**src/rtl/cpu_pkg.sv**
```systemverilog
// Shared definitions for the fetch/decode control-flow blocks:
// instruction target modes, default datapath width and a log2 helper.
package cpu_pkg;

   localparam int XLEN_DEF = 32;

   typedef enum logic [1:0] {
      MODE_NONE = 2'b00,
      MODE_BR   = 2'b01,
      MODE_J    = 2'b10,
      MODE_JR   = 2'b11
   } mode_e;

   function automatic int clog2(input int n);
      int r;
      r = 0;
      while ((1 << r) < n) r = r + 1;
      return r;
   endfunction

endpackage

```
**src/rtl/btb_store.sv**
```systemverilog
// Direct-mapped branch target buffer: one {valid, tag, target} entry per index,
// synchronous write, combinational read that returns pre-write contents.
module btb_store
   import cpu_pkg::*;
#(
   parameter int XLEN  = XLEN_DEF,
   parameter int DEPTH = 8
) (
   input  logic            clk,
   input  logic            rst,
   input  logic            wr_en,
   input  logic [XLEN-1:0] wr_pc,
   input  logic [XLEN-1:0] wr_target,
   input  logic [XLEN-1:0] rd_pc,
   output logic            rd_hit,
   output logic [XLEN-1:0] rd_target
);

   localparam int IDX_W = clog2(DEPTH);
   localparam int TAG_W = XLEN - IDX_W - 2;

   logic [DEPTH-1:0] valid_q, valid_d;
   logic [TAG_W-1:0] tag_q [DEPTH];
   logic [TAG_W-1:0] tag_d [DEPTH];
   logic [XLEN-1:0]  tgt_q [DEPTH];
   logic [XLEN-1:0]  tgt_d [DEPTH];
   logic [IDX_W-1:0] wr_idx, rd_idx;
   logic             unused_lsbs;

   // Instruction addresses are word aligned, so the two LSBs carry no index/tag information.
   assign unused_lsbs = ^{wr_pc[1:0], rd_pc[1:0]};
   assign wr_idx      = wr_pc[IDX_W+1:2];
   assign rd_idx      = rd_pc[IDX_W+1:2];

   always_comb begin
      valid_d = valid_q;
      tag_d   = tag_q;
      tgt_d   = tgt_q;
      if (wr_en) begin
         valid_d[wr_idx] = 1'b1;
         tag_d[wr_idx]   = wr_pc[XLEN-1:IDX_W+2];
         tgt_d[wr_idx]   = wr_target;
      end
   end

   always_ff @(posedge clk) begin
      if (rst) valid_q <= '0;
      else     valid_q <= valid_d;
      tag_q <= tag_d;
      tgt_q <= tgt_d;
   end

   always_comb begin
      rd_hit    = valid_q[rd_idx] && (tag_q[rd_idx] == rd_pc[XLEN-1:IDX_W+2]);
      rd_target = rd_hit ? tgt_q[rd_idx] : '0;
   end

endmodule

```
**src/rtl/branch_target_unit.sv**
```systemverilog
// Registered next-PC target stage (branch / jump / jump-register) with stall and
// flush control, redirect generation and a BTB fed by resolved redirects.
module branch_target_unit
   import cpu_pkg::*;
#(
   parameter int XLEN      = XLEN_DEF,
   parameter int IMM_W     = 16,
   parameter int JIDX_W    = 26,
   parameter int BTB_DEPTH = 8
) (
   input  logic              clk,
   input  logic              rst,
   input  logic              in_valid,
   input  logic              stall,
   input  logic              flush,
   input  logic [1:0]        mode,
   input  logic [XLEN-1:0]   pc_plus_4,
   input  logic [IMM_W-1:0]  imm,
   input  logic [JIDX_W-1:0] jidx,
   input  logic [XLEN-1:0]   rs_val,
   input  logic              cond_taken,
   output logic              out_valid,
   output logic              redirect,
   output logic [XLEN-1:0]   target,
   output logic              misalign,
   input  logic [XLEN-1:0]   lk_pc,
   output logic              lk_hit,
   output logic [XLEN-1:0]   lk_target
);

   logic                   valid_q, valid_d;
   mode_e                  mode_q, mode_d;
   logic                   cond_q, cond_d;
   logic [XLEN-1:0]        pc_q, pc_d;
   logic [XLEN-1:0]        target_q, target_d;
   logic signed [XLEN-1:0] imm_sext;
   logic [XLEN-1:0]        calc_target;
   logic                   btb_we;

   always_comb begin
      imm_sext = {{(XLEN-IMM_W){imm[IMM_W-1]}}, imm};
      case (mode_e'(mode))
         MODE_BR: calc_target = pc_plus_4 + $unsigned(imm_sext <<< 2);
         MODE_J:  calc_target = {pc_plus_4[XLEN-1:JIDX_W+2], jidx, 2'b00};
         MODE_JR: calc_target = rs_val;
         default: calc_target = '0;
      endcase
   end

   // Flush only kills the valid bit; held payload is harmless once invalid.
   always_comb begin
      valid_d  = valid_q;
      mode_d   = mode_q;
      cond_d   = cond_q;
      pc_d     = pc_q;
      target_d = target_q;
      if (flush) begin
         valid_d = 1'b0;
      end else if (!stall) begin
         valid_d = in_valid;
         if (in_valid) begin
            mode_d   = mode_e'(mode);
            cond_d   = cond_taken;
            pc_d     = pc_plus_4 - XLEN'(4);
            target_d = calc_target;
         end
      end
   end

   always_ff @(posedge clk) begin
      if (rst) begin
         valid_q  <= 1'b0;
         mode_q   <= MODE_NONE;
         cond_q   <= 1'b0;
         pc_q     <= '0;
         target_q <= '0;
      end else begin
         valid_q  <= valid_d;
         mode_q   <= mode_d;
         cond_q   <= cond_d;
         pc_q     <= pc_d;
         target_q <= target_d;
      end
   end

   assign out_valid = valid_q;
   assign target    = target_q;
   assign misalign  = valid_q && (mode_q == MODE_JR) && (target_q[1:0] != 2'b00);
   assign redirect  = valid_q && !misalign &&
                      ((mode_q == MODE_J) || (mode_q == MODE_JR) || ((mode_q == MODE_BR) && cond_q));

   // A held redirect is recorded exactly once, on the cycle the stage advances.
   assign btb_we = redirect && !stall && !flush && !rst;

   btb_store #(
      .XLEN  (XLEN),
      .DEPTH (BTB_DEPTH)
   ) u_btb (
      .clk       (clk),
      .rst       (rst),
      .wr_en     (btb_we),
      .wr_pc     (pc_q),
      .wr_target (target_q),
      .rd_pc     (lk_pc),
      .rd_hit    (lk_hit),
      .rd_target (lk_target)
   );

endmodule

```
**config.mk**
```make
export PLATFORM = sky130hd
export DESIGN_NAME = branch_target_unit
export DESIGN_NICKNAME = d
export VERILOG_FILES = /design/src/rtl/cpu_pkg.sv /design/src/rtl/btb_store.sv /design/src/rtl/branch_target_unit.sv
export SDC_FILE = /design/constraint.sdc
export NUM_CORES = 1
export LEC_CHECK = 0
export CAP_MARGIN = 5
export CORE_AREA = 2 2 243 185
export CTS_CLUSTER_SIZE = 28
export DETAILED_ROUTE_END_ITERATION = 8
export DIE_AREA = 0 0 245 187
export PLACE_DENSITY = 0.84
export SLEW_MARGIN = 30
export SYNTH_ARGS = -nofsm -noshare
export SYNTH_HDL_FRONTEND = slang
export SYNTH_SLANG_ARGS = --single-unit
```
**constraint.sdc**
```tcl
create_clock -name clk -period 8.65 [get_ports clk]
set_input_delay 1.2975 -clock clk [delete_from_list [all_inputs] [get_ports clk]]
set_output_delay 1.2975 -clock clk [all_outputs]
set_load 0.01 [all_outputs]
```
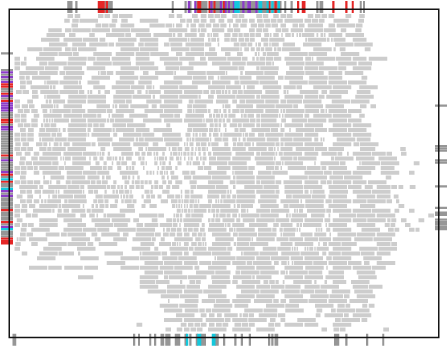
Fig. 1. Pin map (run 1).
Pins as bars across the die edge, other pins in gray.
color	port	pins	direction	edge
purple	`jidx`	26	input	15 west, 11 north
cyan	`imm`	16	input	8 north, 5 south, 3 west
red	`target`	32	output	18 north, 14 west
all pins by edge	83 north, 75 west, 41 south, 15 east
overall die width: 245 µm
die extent in y: 187 µm
buffers added on ports: 211

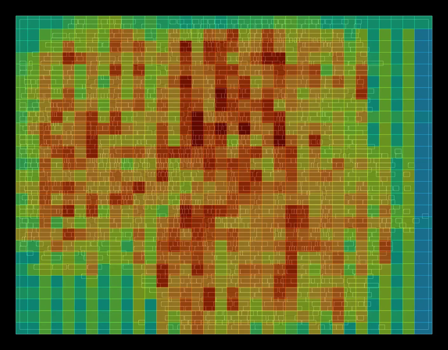
Fig. 2. Routing congestion map (run 1).
Util after Layout: 64.35%
global-route track usage on met3: 6.313%
wire per inst: 25.72 µm

==> impl_results.rst, run 1 <==
Implementation results
======================

.. list-table::
   :header-rows: 1

   * - Metric
     - Value
   * - Outcome
     - finished clean
   * - Area share of fa/ha/maj cells after synthesis
     - 1.668%
   * - Slew @ Worst Pin
     - 0.9760 ns
   * - Starting DRC count in detailed routing
     - 1699
   * - Vias post-DR
     - 14180
   * - Biggest Area Class
     - flip-flops and latches
   * - Post-CTS setup buffer count
     - 0
   * - Sink count of the clock tree
     - 546
   * - YS chip area
     - around 0.024 mm²
   * - Origin of the worst setup path
     - lk_pc[2]
   * - Hold Vio Cnt, Final
     - 0
   * - Max Cap Violations
     - 0
   * - Layer with the highest usage after global routing
     - met2
   * - Met1 usage in global routing
     - 34.81%
   * - Number of synthesis warnings
     - 0
   * - Antenna diodes
     - 4
   * - Post-Route M1 WL
     - 22.59 mm
   * - Inverters excl. clock
     - 16
   * - Overall Power
     - 5.601 mW
   * - Cell Count Post-Placement
     - around 2200
   * - Site Rows
     - 67
   * - Post-CTS Hold Buffers
     - 0
   * - Hold Slack
     - 0.4787 ns
   * - Async set-or-reset flop fraction in the synthesized netlist
     - 0%
   * - TritonRoute pass-1 iters
     - 5
   * - Flip-flop cell with the highest count after synthesis
     - sky130_fd_sc_hd__edfxtp_1
   * - Buffers, non-clock
     - 237
   * - Top Family by Delay on Critical Path
     - simple AND/OR/NAND/NOR gates
   * - Synth Area in Compound Gates
     - 5.177%
   * - Cell-internal power
     - 4.352 mW
   * - Total placed instance area
     - 0.02648 mm²
   * - Number of levels in the clock H-tree
     - 2
   * - Critical path's slowest cell
     - sky130_fd_sc_hd__or4_4
   * - Fraction of final layout cells sized beyond drive strength 1
     - 17.88%
   * - Cell area power density
     - 198.5 mW/mm²
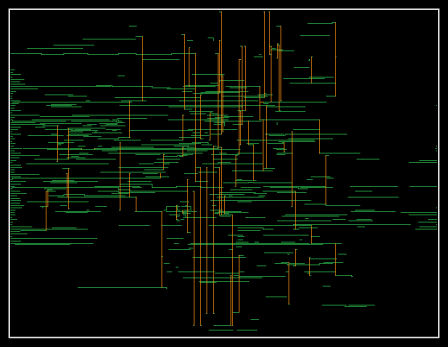
Fig. 3. Metal layers overlaid (run 1).
Two of the layers only.
color	layer	wire length
green	M3	6110 µm
orange	M4	1990 µm
aggregate routed wire length: 58.62 mm
Overall Global Routing Usage: 25.82%

## run 1: how the worst min path moves through the flow
| stage | endpoint | cells past startpoint |
|---|---|---|
| after floorplan | u_btb.valid_q[2] | 2 |
| after global placement | u_btb.valid_q[6] | 2 |
| after detailed placement | u_btb.valid_q[6] | 2 |
| after CTS | cond_q | 2 |
| after global routing | cond_q | 2 |
| final | cond_q | 2 |
## run 1: synth_stat cells, types with 11 or more instances
cell type / count / area, µm²
sky130_fd_sc_hd__nor3b_1: 11 / 82.58
sky130_fd_sc_hd__edfxtp_1: 472 / 14170
sky130_fd_sc_hd__nor3_1: 31 / 155.2
sky130_fd_sc_hd__xnor2_1: 34 / 297.8
sky130_fd_sc_hd__o21ai_0: 28 / 140.1
sky130_fd_sc_hd__dfxtp_1: 74 / 1481
sky130_fd_sc_hd__mux2_2: 24 / 270.3
sky130_fd_sc_hd__nand3_1: 11 / 55.05
sky130_fd_sc_hd__mux4_2: 120 / 2703
sky130_fd_sc_hd__nand2_1: 47 / 176.4
sky130_fd_sc_hd__a221oi_1: 14 / 122.6
sky130_fd_sc_hd__a211oi_1: 29 / 217.7
sky130_fd_sc_hd__inv_1: 15 / 56.30
sky130_fd_sc_hd__a21oi_1: 38 / 190.2
sky130_fd_sc_hd__buf_1: 11 / 41.29
sky130_fd_sc_hd__a21o_1: 16 / 120.1
sky130_fd_sc_hd__mux2i_1: 72 / 720.7
sky130_fd_sc_hd__nor2_1: 104 / 390.4
sky130_fd_sc_hd__xor2_1: 29 / 254.0
sky130_fd_sc_hd__clkbuf_1: 56 / 210.2
sky130_fd_sc_hd__nor2_4: 30 / 337.8
sky130_fd_sc_hd__ha_1: 30 / 375.4
## run 1: cell usage in the layout, fill, tap and decap left out, types with 34 or more instances in the layout
master,netlist,routed
sky130_fd_sc_hd__edfxtp_1,472,472
sky130_fd_sc_hd__xnor2_1,34,34
sky130_fd_sc_hd__nand2_1,47,47
sky130_fd_sc_hd__mux2i_1,72,72
sky130_fd_sc_hd__dfxtp_1,74,74
sky130_fd_sc_hd__clkbuf_16,0,51
sky130_fd_sc_hd__nor2_1,104,98
sky130_fd_sc_hd__a21oi_1,38,38
sky130_fd_sc_hd__nor2_4,30,36
sky130_fd_sc_hd__mux4_2,120,120
sky130_fd_sc_hd__clkdlybuf4s50_1,0,206
## run 1: power groups by stage
stage	logic, mW	registers, mW	clock network [mW]
3_3_place_gp	0.434	2.95	0
4_1_cts	0.447	2.90	2.27
6_report	0.452	2.90	2.25
3_5_place_dp	0.442	2.96	0
5_1_grt	0.482	2.90	2.36
2_1_floorplan	0.266	2.95	0
## run 1: registers in the layout (all words and copies together), names as in the netlist
name / cells
u_btb.tgt_q: 256
u_btb.tag_q: 216
target: 32
pc_q: 30
u_btb.valid_q: 8
mode_q: 2
cond_q: 1
out_valid: 1
## run 1: worst register-to-register path: cells and delay by family, from the launching register on
family,cells,cell delay (ns)
AOI/OAI and AO/OA,1,0.40
DFF,1,0.56
buffers and inverters,1,0.67
and+or+nand+nor,4,2.27
Fig. 4: run 1, clock network drawn from the DEF
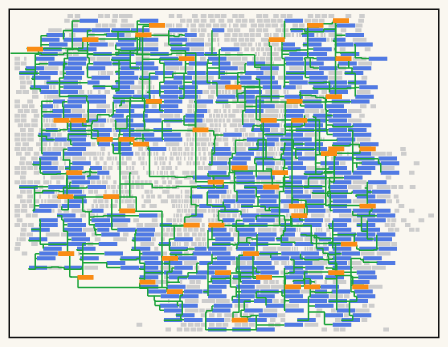

==> inputs of run 2 (changes only) <==
--- a/config.mk
+++ b/config.mk
@@ -6,10 +6,10 @@
 export NUM_CORES = 1
 export LEC_CHECK = 0
 export CAP_MARGIN = 5
-export CORE_AREA = 2 2 243 185
+export CORE_AREA = 2 2 250 190
 export CTS_CLUSTER_SIZE = 28
 export DETAILED_ROUTE_END_ITERATION = 8
-export DIE_AREA = 0 0 245 187
+export DIE_AREA = 0 0 252 192
 export PLACE_DENSITY = 0.84
 export SLEW_MARGIN = 30
 export SYNTH_ARGS = -nofsm -noshare
==> constraint.sdc (replaced) <==
create_clock -name clk -period 5.95 [get_ports clk]
set_input_delay 0.8925 -clock clk [delete_from_list [all_inputs] [get_ports clk]]
set_output_delay 0.8925 -clock clk [all_outputs]
set_load 0.01 [all_outputs]
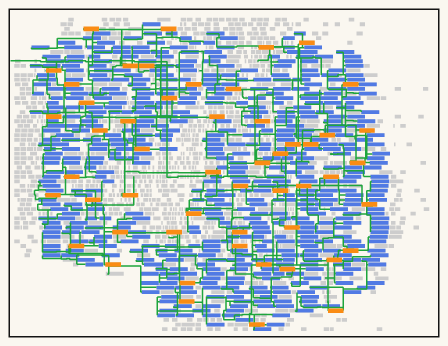
Fig. 5. Clock network drawn from the DEF (run 2).
[orange] clock-net drivers | count: 52
[blue] flip-flops | count: 546
[green] clock wires | length: 5640 µm
flops lie	spread over the die
routed clock nets	53
clock latency on the worst-skew pair: 0.59 ns
clock group power: 3.19 mW

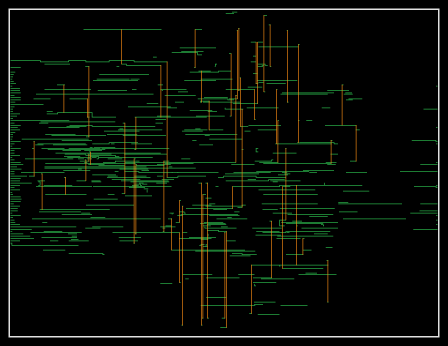
Fig. 6. Metal layers overlaid (run 2).
Two of the layers only.
color	layer	wire length
green	M3	5610 µm
orange	M4	1830 µm
wire per inst: 25.76 µm
vias post-DR: 14280
Overall Global Routing Usage: 24.47%
aggregate routed wire length: 59.16 mm

==> run 2 against run 1 <==
Net effect: global-route usage fell by 1.3 points; hold slack lost 0.010 ns; area after synthesis did not move; power increased by 44%; clock skew fell by 0.013 ns; die size is 5.6% higher; critical path depth unchanged; clock power grew 42%; utilization is 2.7 points lower; routed wire length up 0.92%; final cell count is 0.79% higher; flip-flop count stayed put; largest power group unchanged.
==> impl_results.rst, run 2 <==
Implementation results
======================

.. list-table::
   :header-rows: 1

   * - Metric
     - Value
   * - Async set-or-reset flop fraction in the synthesized netlist
     - 0%
   * - Leading cell type in the layout, fill and taps excluded
     - sky130_fd_sc_hd__edfxtp_1
   * - Number of levels in the clock H-tree
     - 2
   * - Slew @ Worst Pin
     - roughly 1 ns
   * - YS chip area
     - between 0.02 and 0.025 mm²
   * - Overall die width
     - 252 µm
   * - Post-CTS Hold Buffers
     - 0
   * - Outcome
     - finished clean
   * - Most frequent cells in the layout
     - sky130_fd_sc_hd__edfxtp_1 (472), sky130_fd_sc_hd__clkdlybuf4s50_1 (206), sky130_fd_sc_hd__mux4_2 (120)
   * - Max Cap Violations
     - 0
   * - Reg with most FFs
     - u_btb.tgt_q
   * - Starting DRC count in detailed routing
     - 1735
   * - Synth top area share
     - 59.78%
   * - Top Family by Delay on Critical Path
     - simple AND/OR/NAND/NOR gates
   * - Sink count of the clock tree
     - between 500 and 600
   * - Max FFs per register
     - roughly 260
   * - Library cell with the largest summed area after synthesis
     - sky130_fd_sc_hd__edfxtp_1
   * - Flip-flop cell with the highest count after synthesis
     - sky130_fd_sc_hd__edfxtp_1
   * - Cell area power density
     - between 200 and 300 mW/mm²
   * - Die extent in y
     - roughly 190 µm
   * - Top cells, area
     - sky130_fd_sc_hd__edfxtp_1 (60%), sky130_fd_sc_hd__mux4_2 (11%), sky130_fd_sc_hd__dfxtp_1 (6.2%)
   * - Fraction of final layout cells sized beyond drive strength 1
     - between 10% and 20%
   * - Buffers added on ports
     - 211
   * - Most instantiated library cell after synthesis
     - sky130_fd_sc_hd__edfxtp_1
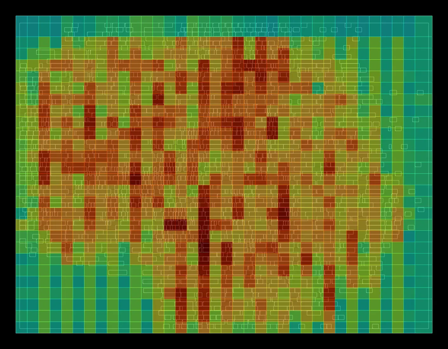
Fig. 7. Routing congestion map (run 2).
layer with the highest usage after global routing: met2
global-route track usage on met3: 4.581%
met1 usage in global routing: 32.75%
Util after Layout: 61.61%

run 2: path summary, 6_finish.rpt:
kind | from | end | slack [ns]
worst max-delay path | lk_pc[2] | lk_target[18] | 0.36
worst min register to register | cond_q | cond_q | 0.47
worst min-delay path | cond_q | cond_q | 0.47
worst max register to register | target[0] | u_btb.tgt_q[152] | 1.98
run 2: where the power goes:
| part | switching, mW | internal [mW] | leakage (nW) |
|---|---|---|---|
| logic | 0.352 | 0.308 | 3.53 |
| registers | 0.0524 | 4.17 | 4.56 |
| clock network | 1.38 | 1.81 | 0.810 |
| total | 1.78 | 6.29 | 8.91 |
run 2: stage by stage:
step | hold slack (ns) | area, µm² | worst slack [ns]
4_1_cts | 0.4700 | 28190 | 0.3385
6_report | 0.4685 | 28200 | 0.3591
5_1_grt | 0.5018 | 28200 | 0.1661
3_3_place_gp | 0.4443 | 26520 | 0.4526
2_1_floorplan | 0.4348 | 23720 | 1.036
3_5_place_dp | 0.4617 | 26530 | 0.3969
run 2: cell type report:
cell class	count	area, µm²
sequential	546	15660
multi-input combinational	794	7664
antenna	3	7.507
fill	3226	17570
clock inverter	20	181.4
timing repair buffer	245	2407
clock buffer	78	1480
tap	595	744.5
inverter	16	60.06
run 2: logic make-up after synthesis:
family / synth area share [%]
mux: 15.58
xor+xnor: 2.327
buf+inv: 1.979
flops: 66.03
compound gates: 5.177
fa+ha+maj: 1.668
simple gates: 7.241
run 2: worst reg2reg max path, delay by kind of cell, from the launching register on:
family / cells / cell delay [ns]
and+or+nand+nor: 4 / 2.14
DFF: 1 / 0.51
buffers and inverters: 2 / 0.60
AOI/OAI and AO/OA: 1 / 0.35
run 2: per-layer routing:
metal  wire [µm]  vias up
li1            -     6176
met2       29040      815
met5           0        -
met3        5607      124
met4        1834        0
met1       22680     7161
Fig. 8: run 2, placed cells, one color a class
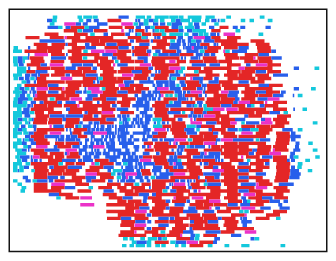

==> inputs of run 3 (changes only) <==
--- a/config.mk
+++ b/config.mk
@@ -6,10 +6,10 @@
 export NUM_CORES = 1
 export LEC_CHECK = 0
 export CAP_MARGIN = 5
-export CORE_AREA = 2 2 250 190
+export CORE_AREA = 2 2 243 185
 export CTS_CLUSTER_SIZE = 28
 export DETAILED_ROUTE_END_ITERATION = 8
-export DIE_AREA = 0 0 252 192
+export DIE_AREA = 0 0 245 187
 export PLACE_DENSITY = 0.84
 export SLEW_MARGIN = 30
 export SYNTH_ARGS = -nofsm -noshare
==> constraint.sdc (replaced) <==
create_clock -name clk -period 6.3 [get_ports clk]
set_input_delay 0.945 -clock clk [delete_from_list [all_inputs] [get_ports clk]]
set_output_delay 0.945 -clock clk [all_outputs]
set_load 0.01 [all_outputs]
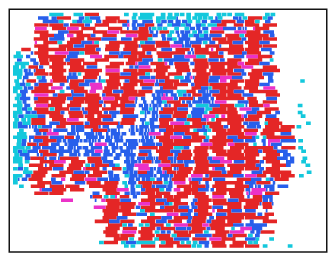
Fig. 9. Placed cells, one color a class (run 3).
color	class	cells
magenta	clock drivers and dummy loads	96
blue	remaining logic cells	810
cyan	remaining buffers and delay cells	245
red	registers	546
sequential share of cell area: 55.29%
post-route cell area: 0.02831 mm²
Core Region: 0.04384 mm²
Site Rows: 67

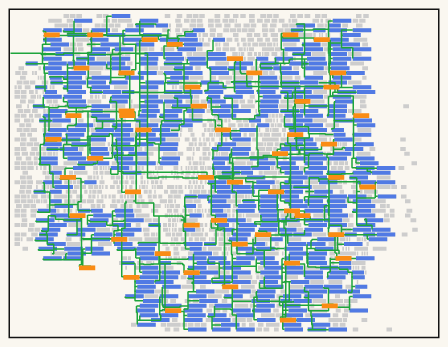
Fig. 10. Clock network drawn from the DEF (run 3).
[blue] flip-flops | count: 546
[green] clock wires | length: 5680 µm
[orange] clock-net drivers | count: 52
flops lie	spread over the die
routed clock nets	53
clock latency on the worst-skew pair: 0.58 ns
clock group power: 3.24 mW

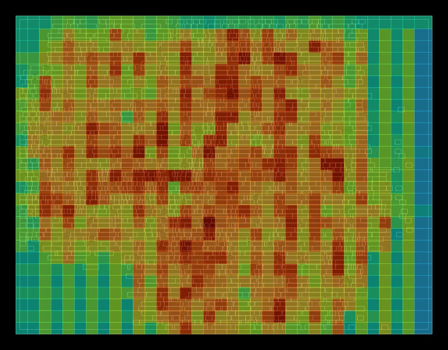
Fig. 11. Routing congestion map (run 3).
Util after Layout: 64.58%
GRT met2 Usage: 43.38%
met1 usage in global routing: 35.45%

==> run 3 against run 2 <==
Net effect: critical path depth shrank 1; area after synthesis did not move; utilization rose by 3.0 points; worst setup slack improved by 0.17 ns; sequential share of layout area fell by 0.22 points; flip-flop count unchanged; die size shrank 5.3%; via count grew 1.3%; sequential power decreased by 5.7%; critical path type unchanged; largest cell class unchanged.
==> impl_results.rst, run 3 <==
Implementation results
======================

.. list-table::
   :header-rows: 1

   * - Metric
     - Value
   * - Outcome
     - finished clean
   * - Overall die width
     - 245 µm
   * - Most frequent cells in the layout
     - sky130_fd_sc_hd__edfxtp_1 (472), sky130_fd_sc_hd__clkdlybuf4s50_1 (206), sky130_fd_sc_hd__mux4_2 (120)
   * - Number of synthesis warnings
     - 0
   * - TritonRoute pass-1 iters
     - 6
   * - Flip-flop cell with the highest count after synthesis
     - sky130_fd_sc_hd__edfxtp_1
   * - Overall Power
     - 7.846 mW
   * - Reg with most FFs
     - u_btb.tgt_q
   * - Vias post-DR
     - 14460
   * - Fraction of final layout cells sized beyond drive strength 1
     - between 10% and 20%
   * - Final critical-path setup slack
     - 0.5329 ns
   * - Wire per inst
     - between 20 and 30 µm
   * - Startpoint of the worst-slack reg-to-reg timing path
     - target[0]
   * - Most instantiated library cell after synthesis
     - sky130_fd_sc_hd__edfxtp_1
   * - Critical path's slowest cell
     - sky130_fd_sc_hd__clkdlybuf4s50_1
   * - Starting DRC count in detailed routing
     - 1818
   * - Hold path endpoint
     - u_btb.valid_q[5]
   * - Top cells, area
     - sky130_fd_sc_hd__edfxtp_1 (60%), sky130_fd_sc_hd__mux4_2 (11%), sky130_fd_sc_hd__dfxtp_1 (6.2%)
   * - Number of levels in the clock H-tree
     - 2
   * - Post-CTS Hold Buffers
     - 0
   * - Hold path startpoint
     - u_btb.valid_q[5]
   * - Cell count of the worst hold path
     - 2
   * - Setup slack, reg-to-reg
     - 2.46 ns
   * - Pre-CTS setup slack
     - 0.5426 ns
   * - Worst reg2reg path endpoint
     - u_btb.tag_q[16]
   * - Overall Global Routing Usage
     - 26.31%
   * - Commonest cells in the synthesized netlist
     - sky130_fd_sc_hd__edfxtp_1 (472), sky130_fd_sc_hd__mux4_2 (120), sky130_fd_sc_hd__nor2_1 (104)
   * - Max FFs per register
     - 256
   * - Leading cell type in the layout, fill and taps excluded
     - sky130_fd_sc_hd__edfxtp_1
   * - Total placed instance area
     - 0.02651 mm²
   * - Proportion of total power due to net switching
     - 21.84%
   * - Fillers
     - 2879
   * - Buffers added on ports
     - ~210
   * - Library cell with the largest summed area after synthesis
     - sky130_fd_sc_hd__edfxtp_1
   * - Async set-or-reset flop fraction in the synthesized netlist
     - 0%
run 3: cell type report:
type	count	area, µm²	share of cell area, %
flip-flops and latches	546	15660	55.29
clock inverters	30	342.8	1.211
diodes	4	10.01	0.03535
inverters	16	60.06	0.2121
repair buffers	245	2406	8.498
multi-input cells	794	7661	27.06
well taps	586	733.2	2.590
clock buffers	66	1444	5.100
run 3: kinds of logic (layout without fill, tap and decap cells):
family / after synthesis / count (layout) / share of synthesized area [%]
flip-flops: 546 / 546 / 66.03
AND/OR/NAND/NOR: 305 / 305 / 7.241
multiplexers: 216 / 216 / 15.58
AND-OR/OR-AND: 179 / 179 / 5.177
buffers and inverters: 96 / 357 / 1.979
XOR/XNOR: 63 / 63 / 2.327
adder cells (fa/ha/maj): 31 / 31 / 1.668
other: 0 / 4 / 0
run 3: stage by stage:
stage | util [%] | hold WS (ns) | cells
floorplan | - | 0.4348 | 1436
global placement | 60.38 | 0.4457 | 2185
detailed placement | 60.47 | 0.4590 | 2187
CTS | 64.54 | 0.4742 | 2283
global route | 64.58 | 0.4886 | 2287
finish | 64.58 | 0.4712 | 2287
run 3: worst max-delay path by stage:
stage                     startpoint         endpoint  cells past startpoint  slack [ns]
after floorplan            target[0]  u_btb.tag_q[27]                      5        1.39
after global placement      lk_pc[2]    lk_target[31]                     11        0.60
after detailed placement    lk_pc[2]    lk_target[17]                     11        0.54
after CTS                   lk_pc[2]    lk_target[17]                     11        0.53
after global routing        lk_pc[2]     lk_target[0]                     11        0.25
final                       lk_pc[2]    lk_target[17]                     10        0.53
run 3: routing by layer:
layer  up-vias  part of all wire [%]  track usage [%]
met4         2                   3.3            8.677
met3       147                   9.9            5.179
li1       6180                     -                -
met1      7279                    38            35.45
met5         -                 0.030                0
met2       856                    49            43.38
run 3: worst max-delay path, delay by kind of cell:
family / cells / cell delay [ns]
XOR/XNOR: 1 / 0.18
buffers and inverters: 4 / 1.81
multiplexers: 2 / 0.95
AND/OR/NAND/NOR: 3 / 0.83
run 3: power groups by stage:
stage               Clock (mW)  Combinational [mW]  Sequential (mW)
floorplan                    0               0.365             4.04
global placement             0               0.599             4.05
detailed placement           0               0.609             4.06
CTS                       3.26               0.618             3.98
global route              3.38               0.665             3.99
finish                    3.24               0.626             3.98
Power and IR drop assume default switching activity.
